**Met1 routing**

Bar = 20 um.
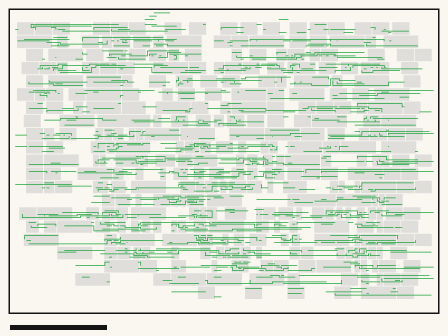
**Met2 routing**

Bar = 20 um.
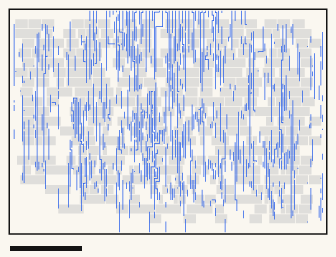
**M3 wires**

Bar = 20 um.
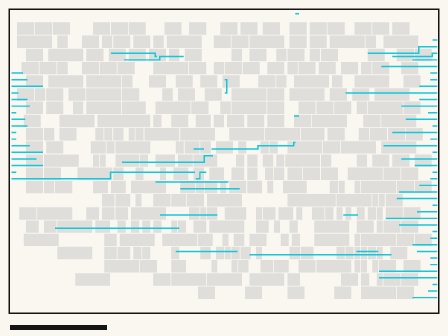
**Routing congestion**

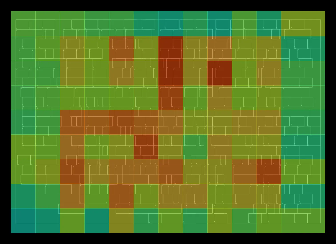
## config.mk

```make
export PLATFORM = sky130hd
export DESIGN_NAME = bus_master_arbiter
export DESIGN_NICKNAME = d
export VERILOG_FILES = /design/src/rtl/bus_master_arbiter.sv
export SDC_FILE = /design/constraint.sdc
export NUM_CORES = 1
export LEC_CHECK = 0
export CAP_MARGIN = 20
export CORE_ASPECT_RATIO = 0.7
export CORE_UTILIZATION = 45
export DETAILED_ROUTE_END_ITERATION = 7
export HOLD_SLACK_MARGIN = 0.06
export PLACE_DENSITY = 0.85
export RECOVER_POWER = 100
export SLEW_MARGIN = 0
export SYNTH_ARGS = -nofsm -noshare
export SYNTH_HDL_FRONTEND = slang
export SYNTH_SLANG_ARGS = --single-unit
```

## constraint.sdc

```tcl
create_clock -name clk_i -period 3.1 [get_ports clk_i]
set_input_delay 0.31 -clock clk_i [delete_from_list [all_inputs] [get_ports clk_i]]
set_output_delay 0.31 -clock clk_i [all_outputs]
set_load 0.03 [all_outputs]
```

## src/rtl/bus_master_arbiter.sv

```systemverilog
// Round-robin arbiter sharing one bus master port among NUM_REQ requesters.
// One transaction at a time: issue strobe, ack/done tracking on d1_ready, watchdog abort.
module bus_master_arbiter #(
    parameter int unsigned NUM_REQ        = 2,
    parameter int unsigned ADDR_WIDTH     = 16,
    parameter int unsigned DATA_WIDTH     = 8,
    parameter int unsigned TIMEOUT_CYCLES = 1024
) (
    input  logic                             clk_i,
    input  logic                             rst_i,
    input  logic [NUM_REQ-1:0]               req_i,
    input  logic [NUM_REQ-1:0]               req_mode_i,
    input  logic [NUM_REQ*ADDR_WIDTH-1:0]    req_addr_i,
    input  logic [NUM_REQ*DATA_WIDTH-1:0]    req_wdata_i,
    output logic [NUM_REQ-1:0]               grant_o,
    output logic [NUM_REQ-1:0]               done_o,
    output logic [DATA_WIDTH-1:0]            rdata_o,
    output logic                             timeout_err_o,
    output logic                             busy_o,
    output logic [ADDR_WIDTH-1:0]            d1_addr_o,
    output logic [DATA_WIDTH-1:0]            d1_wdata_o,
    output logic                             d1_mode_o,
    output logic                             d1_valid_o,
    input  logic                             d1_ready_i,
    input  logic [DATA_WIDTH-1:0]            d1_rdata_i,
    input  logic                             s_ready_i
);

    localparam int unsigned IdxW = $clog2(NUM_REQ);
    localparam int unsigned CntW = $clog2(TIMEOUT_CYCLES + 1);
    localparam logic [IdxW-1:0] LastRst = IdxW'(NUM_REQ - 1);
    localparam logic [CntW-1:0] CntLast = CntW'(TIMEOUT_CYCLES - 1);
    localparam logic [CntW-1:0] CntMax  = '1;

    typedef enum logic [2:0] {
        StIdle,
        StIssue,
        StWaitAck,
        StWaitDone,
        StComplete
    } state_e;

    state_e                  state_q;
    logic [NUM_REQ-1:0]      grant_q;
    logic [NUM_REQ-1:0]      done_q;
    logic [DATA_WIDTH-1:0]   rdata_q;
    logic                    timeout_err_q;
    logic                    busy_q;
    logic [ADDR_WIDTH-1:0]   d1_addr_q;
    logic [DATA_WIDTH-1:0]   d1_wdata_q;
    logic                    d1_mode_q;
    logic                    d1_valid_q;
    logic [IdxW-1:0]         last_q;
    logic [IdxW-1:0]         sel_q;
    logic [CntW-1:0]         cnt_q;

    logic [IdxW-1:0]         cand;
    logic [IdxW-1:0]         win_idx;
    logic                    win_vld;
    logic                    waiting;
    logic                    fin_ok;
    logic                    fin_tmo;

    // First pending request searching upward from last_q+1, wrapping at NUM_REQ.
    always_comb begin
        cand    = '0;
        win_idx = '0;
        win_vld = 1'b0;
        for (int unsigned k = 1; k <= NUM_REQ; k++) begin
            cand = IdxW'((32'(last_q) + k) % NUM_REQ);
            if (!win_vld && req_i[cand]) begin
                win_vld = 1'b1;
                win_idx = cand;
            end
        end
    end

    // A real completion in WAIT_DONE beats the watchdog; in WAIT_ACK the watchdog wins.
    always_comb begin
        waiting = (state_q == StWaitAck) || (state_q == StWaitDone);
        fin_ok  = (state_q == StWaitDone) && d1_ready_i;
        fin_tmo = waiting && !fin_ok && (cnt_q >= CntLast);
    end

    always_ff @(posedge clk_i) begin
        if (rst_i) begin
            state_q       <= StIdle;
            grant_q       <= '0;
            done_q        <= '0;
            rdata_q       <= '0;
            timeout_err_q <= 1'b0;
            busy_q        <= 1'b0;
            d1_addr_q     <= '0;
            d1_wdata_q    <= '0;
            d1_mode_q     <= 1'b0;
            d1_valid_q    <= 1'b0;
            last_q        <= LastRst;
            sel_q         <= '0;
            cnt_q         <= '0;
        end else begin
            if (waiting && (cnt_q != CntMax)) begin
                cnt_q <= cnt_q + CntW'(1);
            end
            unique case (state_q)
                StIdle: begin
                    if (win_vld && d1_ready_i && s_ready_i) begin
                        sel_q      <= win_idx;
                        grant_q    <= NUM_REQ'(1) << win_idx;
                        d1_addr_q  <= req_addr_i[win_idx*ADDR_WIDTH +: ADDR_WIDTH];
                        d1_wdata_q <= req_wdata_i[win_idx*DATA_WIDTH +: DATA_WIDTH];
                        d1_mode_q  <= req_mode_i[win_idx];
                        d1_valid_q <= 1'b1;
                        busy_q     <= 1'b1;
                        cnt_q      <= '0;
                        state_q    <= StIssue;
                    end
                end
                StIssue: begin
                    d1_valid_q <= 1'b0;
                    state_q    <= StWaitAck;
                end
                StWaitAck, StWaitDone: begin
                    if (fin_ok || fin_tmo) begin
                        done_q        <= grant_q;
                        last_q        <= sel_q;
                        timeout_err_q <= fin_tmo;
                        state_q       <= StComplete;
                        if (fin_tmo) begin
                            rdata_q <= '0;
                        end else if (!d1_mode_q) begin
                            rdata_q <= d1_rdata_i;
                        end
                    end else if ((state_q == StWaitAck) && !d1_ready_i) begin
                        state_q <= StWaitDone;
                    end
                end
                StComplete: begin
                    done_q        <= '0;
                    timeout_err_q <= 1'b0;
                    grant_q       <= '0;
                    busy_q        <= 1'b0;
                    state_q       <= StIdle;
                end
                default: state_q <= StIdle;
            endcase
        end
    end

    assign grant_o       = grant_q;
    assign done_o        = done_q;
    assign rdata_o       = rdata_q;
    assign timeout_err_o = timeout_err_q;
    assign busy_o        = busy_q;
    assign d1_addr_o     = d1_addr_q;
    assign d1_wdata_o    = d1_wdata_q;
    assign d1_mode_o     = d1_mode_q;
    assign d1_valid_o    = d1_valid_q;

endmodule

```

==> flow_metrics.env <==
# source this file to load flow results
export IMPL_die_w_um=88.1
export IMPL_synthArstFlopShare_pct=0
export IMPL_edf_count=0
export IMPL_switchingPower_uw=353
export IMPL_synth_distinct_cells=48
export IMPL_max_stage_delay_ns=0.61
export IMPL_numCtsBuffers=5
export IMPL_hold_path_class="reg -> reg"
export IMPL_first_pass_iters=4
export IMPL_cts_root_buffer_cell="clkbuf_8"
export IMPL_design_area_mm2=0.00353
export IMPL_synthMostInstantiatedCell="dfxtp_1"
export IMPL_grt_max_degree=29
export IMPL_worstPathBufferInverterCount=2
export IMPL_nNetsFinal=407
export IMPL_seqPwrFrac_pct=51.8
export IMPL_seq_area_mm2=0.00112
export IMPL_pwr_share_clk_pct=32.6
export IMPL_grt_pass1_vias=2090
export IMPL_synthToLayoutAreaGrowth_pct=51.1
export IMPL_clkTransAtPathRegs_ns=0.10
export IMPL_place_congestion=0.808
export IMPL_dieArea_mm2=0.00549
export IMPL_dp_hpwl_um=4620
export IMPL_numPortBuffers=103
export IMPL_tightest_slew_ns=1.20
export IMPL_period_needed_ns=2.54
export IMPL_cts_setup_buffers=0
export IMPL_wl_per_cell_um=14.9
export IMPL_htreeDepth=2
export IMPL_syn_num_nets=304
export IMPL_cts_resized=0
export IMPL_timing_rr_start="state_q[1]"
export IMPL_status="completed"
export IMPL_worstSetupStartpoint="req_i[1]"
export IMPL_hp_start="rdata_o[4]"
export IMPL_n_fill_cell=391
export IMPL_top_area_cell="dfxtp_1"
export IMPL_combinationalPowerShare_pct=15.6
export IMPL_finalCritPeriodShare_pct=81.9
export IMPL_synthTopCellsByCount="56 x dfxtp_1, 25 x a221o_1, 21 x nand2_1, 15 x and2_0, 14 x o21ai_0"
export IMPL_ff_type="dfxtp_1"
export IMPL_top_cell_area_share_pct=48.0
export IMPL_cp_top_family="AND-OR/OR-AND gates"
export IMPL_cp_end_kind="flip-flop"
export IMPL_rsz0062_at_grt="no"
export IMPL_fin_setup_tns_ns=0
export IMPL_clock_latency_ns=0.30
export IMPL_numSynthFlops=56
export IMPL_cap_violations=0
export IMPL_drive_above_1_share_pct=4.37
export IMPL_drtIter0Drc=133
export IMPL_setup_worst_path_class="in -> reg"
export IMPL_antenna_found_initial=0
export IMPL_finalMaxSlewViolations=0
export IMPL_hold_viol=0
export IMPL_fp_coreArea_mm2=0.00489
export IMPL_worst_slack_ns=0.561
export IMPL_warnings=26
export IMPL_fin_worst_skew_ns=0.00888
export IMPL_core_util_floorplan_pct=47.8
export IMPL_cts_hold_buf=0
export IMPL_worstPathArrival_ns=2.73
export IMPL_crit_required_ns=3.29
export IMPL_setup_viol=0
export IMPL_ys_cells=239
export IMPL_p_total_uw=1460
export IMPL_rows=21
export IMPL_postSynthSeqShare_pct=48.0
export IMPL_viasPerCell=5.53
export IMPL_drc=0
export IMPL_ys_chip_area_mm2=0.00234
export IMPL_area_leaders="dfxtp_1 48%, a221o_1 11%, and2_0 4.0%"
export IMPL_final_comb_area_mm2=0.00113
export IMPL_cts_sinks=56
export IMPL_placed_area_mm2=0.00342
export IMPL_critPathLaunchType="input pin"
export IMPL_ir_drop_v=0.000270
export IMPL_ant_nets=0
export IMPL_cp_max_fo=27
export IMPL_slew_headroom_pct=18.9
export IMPL_synthesis_instances=239
export IMPL_p_leak_uw=0.00144
export IMPL_grt_pass1_wl_um=10100
export IMPL_n_antenna_cell=0
export IMPL_ios=104
export IMPL_synth_area_mm2=0.00234
export IMPL_clockBufferDepth=2
export IMPL_p_sw_share_pct=24.1
export IMPL_fmax_mhz=394
export IMPL_p_int_uw=1110
export IMPL_syn_area_per_cell_um2=9.78
export IMPL_powerDensity_mw_per_mm2=415
export IMPL_crit_slowest_cell="dlygate4sd3_1"
export IMPL_grt_remaining_overflow=0
export IMPL_fp_dieH_um=62.3
export IMPL_path_cells="dlygate4sd3_1 > o21ai_0 > nor2_1 > and4_1 > clkbuf_2 > a221o_1"
export IMPL_dp_slack_ns=0.439
export IMPL_cts_tree="built"
export IMPL_ys_warn_count=0
About 'met1 routing':
share of all routed wire: 48%
longest straight run: 27.6 um
nets with wire on the layer: 357
main direction: horizontal

About 'met2 routing':
main direction: vertical
wire length on this layer: 2720 um
share of all routed wire: 44%

About 'M3 wires':
longest straight run: 29.0 um
main direction: horizontal
vias: 2279
met3 usage: 4.52%
routed wire length: 6160 um

About 'routing congestion':
M2 GR Usage: 36.2%
Util after Layout: 72.3%
Overall Global Routing Usage: 23.3%
met1 usage: 33.8%
Most Crowded Layer GR: met2

## through the flow
stage | utilization [%] | hold slack [ns] | cells
after CTS | 72.4 | 0.470 | 412
after floorplan | - | 0.419 | 239
after detailed placement | 70.0 | 0.455 | 404
final | 72.3 | 0.464 | 412
after global routing | 72.3 | 0.504 | 412
after global placement | 70.0 | 0.440 | 404
## cell type report
class | count | area share, %
Clock buffer | 5 | 1.95
Clock inverter | 3 | 1.35
Inverter | 2 | 0.213
Multi-Input combinational cell | 169 | 32.1
Sequential cell | 56 | 31.7
Tap cell | 69 | 2.44
Timing Repair Buffer | 108 | 30.2
## sequential cells by signal (all words and copies together), names as in the netlist
signal / flops
d1_addr_o: 16
cnt_q: 11
d1_wdata_o: 8
rdata_o: 8
state_q: 3
done_o: 2
grant_o: 2
busy_o: 1
d1_mode_o: 1
d1_valid_o: 1
last_q: 1
sel_q: 1
timeout_err_o: 1
## cells in the final DEF, fill, tap and decap left out, drive strengths merged, types with 4 or more instances in the layout
cell,instances
a21oi,11
or3,4
o21ai,16
nand3,5
dlygate4sd3,42
a21o,4
clkdlybuf4s50,61
and2,26
nor2,10
nand2,21
dfxtp,56
buf,4
nand4,4
clkbuf,6
a221o,25
and4,4
## metal layers
layer | part of all wire, % | wire (um) | GRT usage, % | up-vias
met5 | 0 | 0 | 0 | -
met4 | 0.34 | 21 | 4.23 | 0
met3 | 7.7 | 473 | 4.52 | 2
met2 | 44 | 2720 | 36.2 | 92
met1 | 48 | 2940 | 33.8 | 1066
li1 | - | - | - | 1119
## worst register-to-register path: stages (launching register included)
cell	delay, ns
dfxtp_1	0.41
or4b_1	0.64
nor2_1	0.32
and4_1	0.23
clkbuf_2	0.47
a221o_1	0.27
## worst paths after layout
| check | end | depth (start not counted) | slack (ns) |
|---|---|---|---|
| worst max-delay path | d1_wdata_o[4] | 6 | 0.56 |
| worst min register to register | rdata_o[4] | 2 | 0.46 |
| worst max register to register | d1_wdata_o[4] | 5 | 0.72 |
| worst min-delay path | rdata_o[4] | 2 | 0.46 |
## power by group through the flow
| stage | Combinational (uW) | Sequential (uW) | Clock (uW) |
|---|---|---|---|
| 2_1_floorplan | 62.3 | 814 | 0 |
| 3_3_place_gp | 235 | 776 | 0 |
| 3_5_place_dp | 238 | 776 | 0 |
| 4_1_cts | 239 | 760 | 490 |
| 5_1_grt | 243 | 763 | 531 |
| 6_report | 228 | 759 | 477 |
## cells by family after synthesis
family	synth area share, %
AND/OR/NAND/NOR	21.2
AND-OR/OR-AND	25.8
flip-flops	48.0
buffers and inverters	3.32
XOR/XNOR	0.750
multiplexers	0.428
adder cells (fa/ha/maj)	0.535
Power and IR drop assume default switching activity.
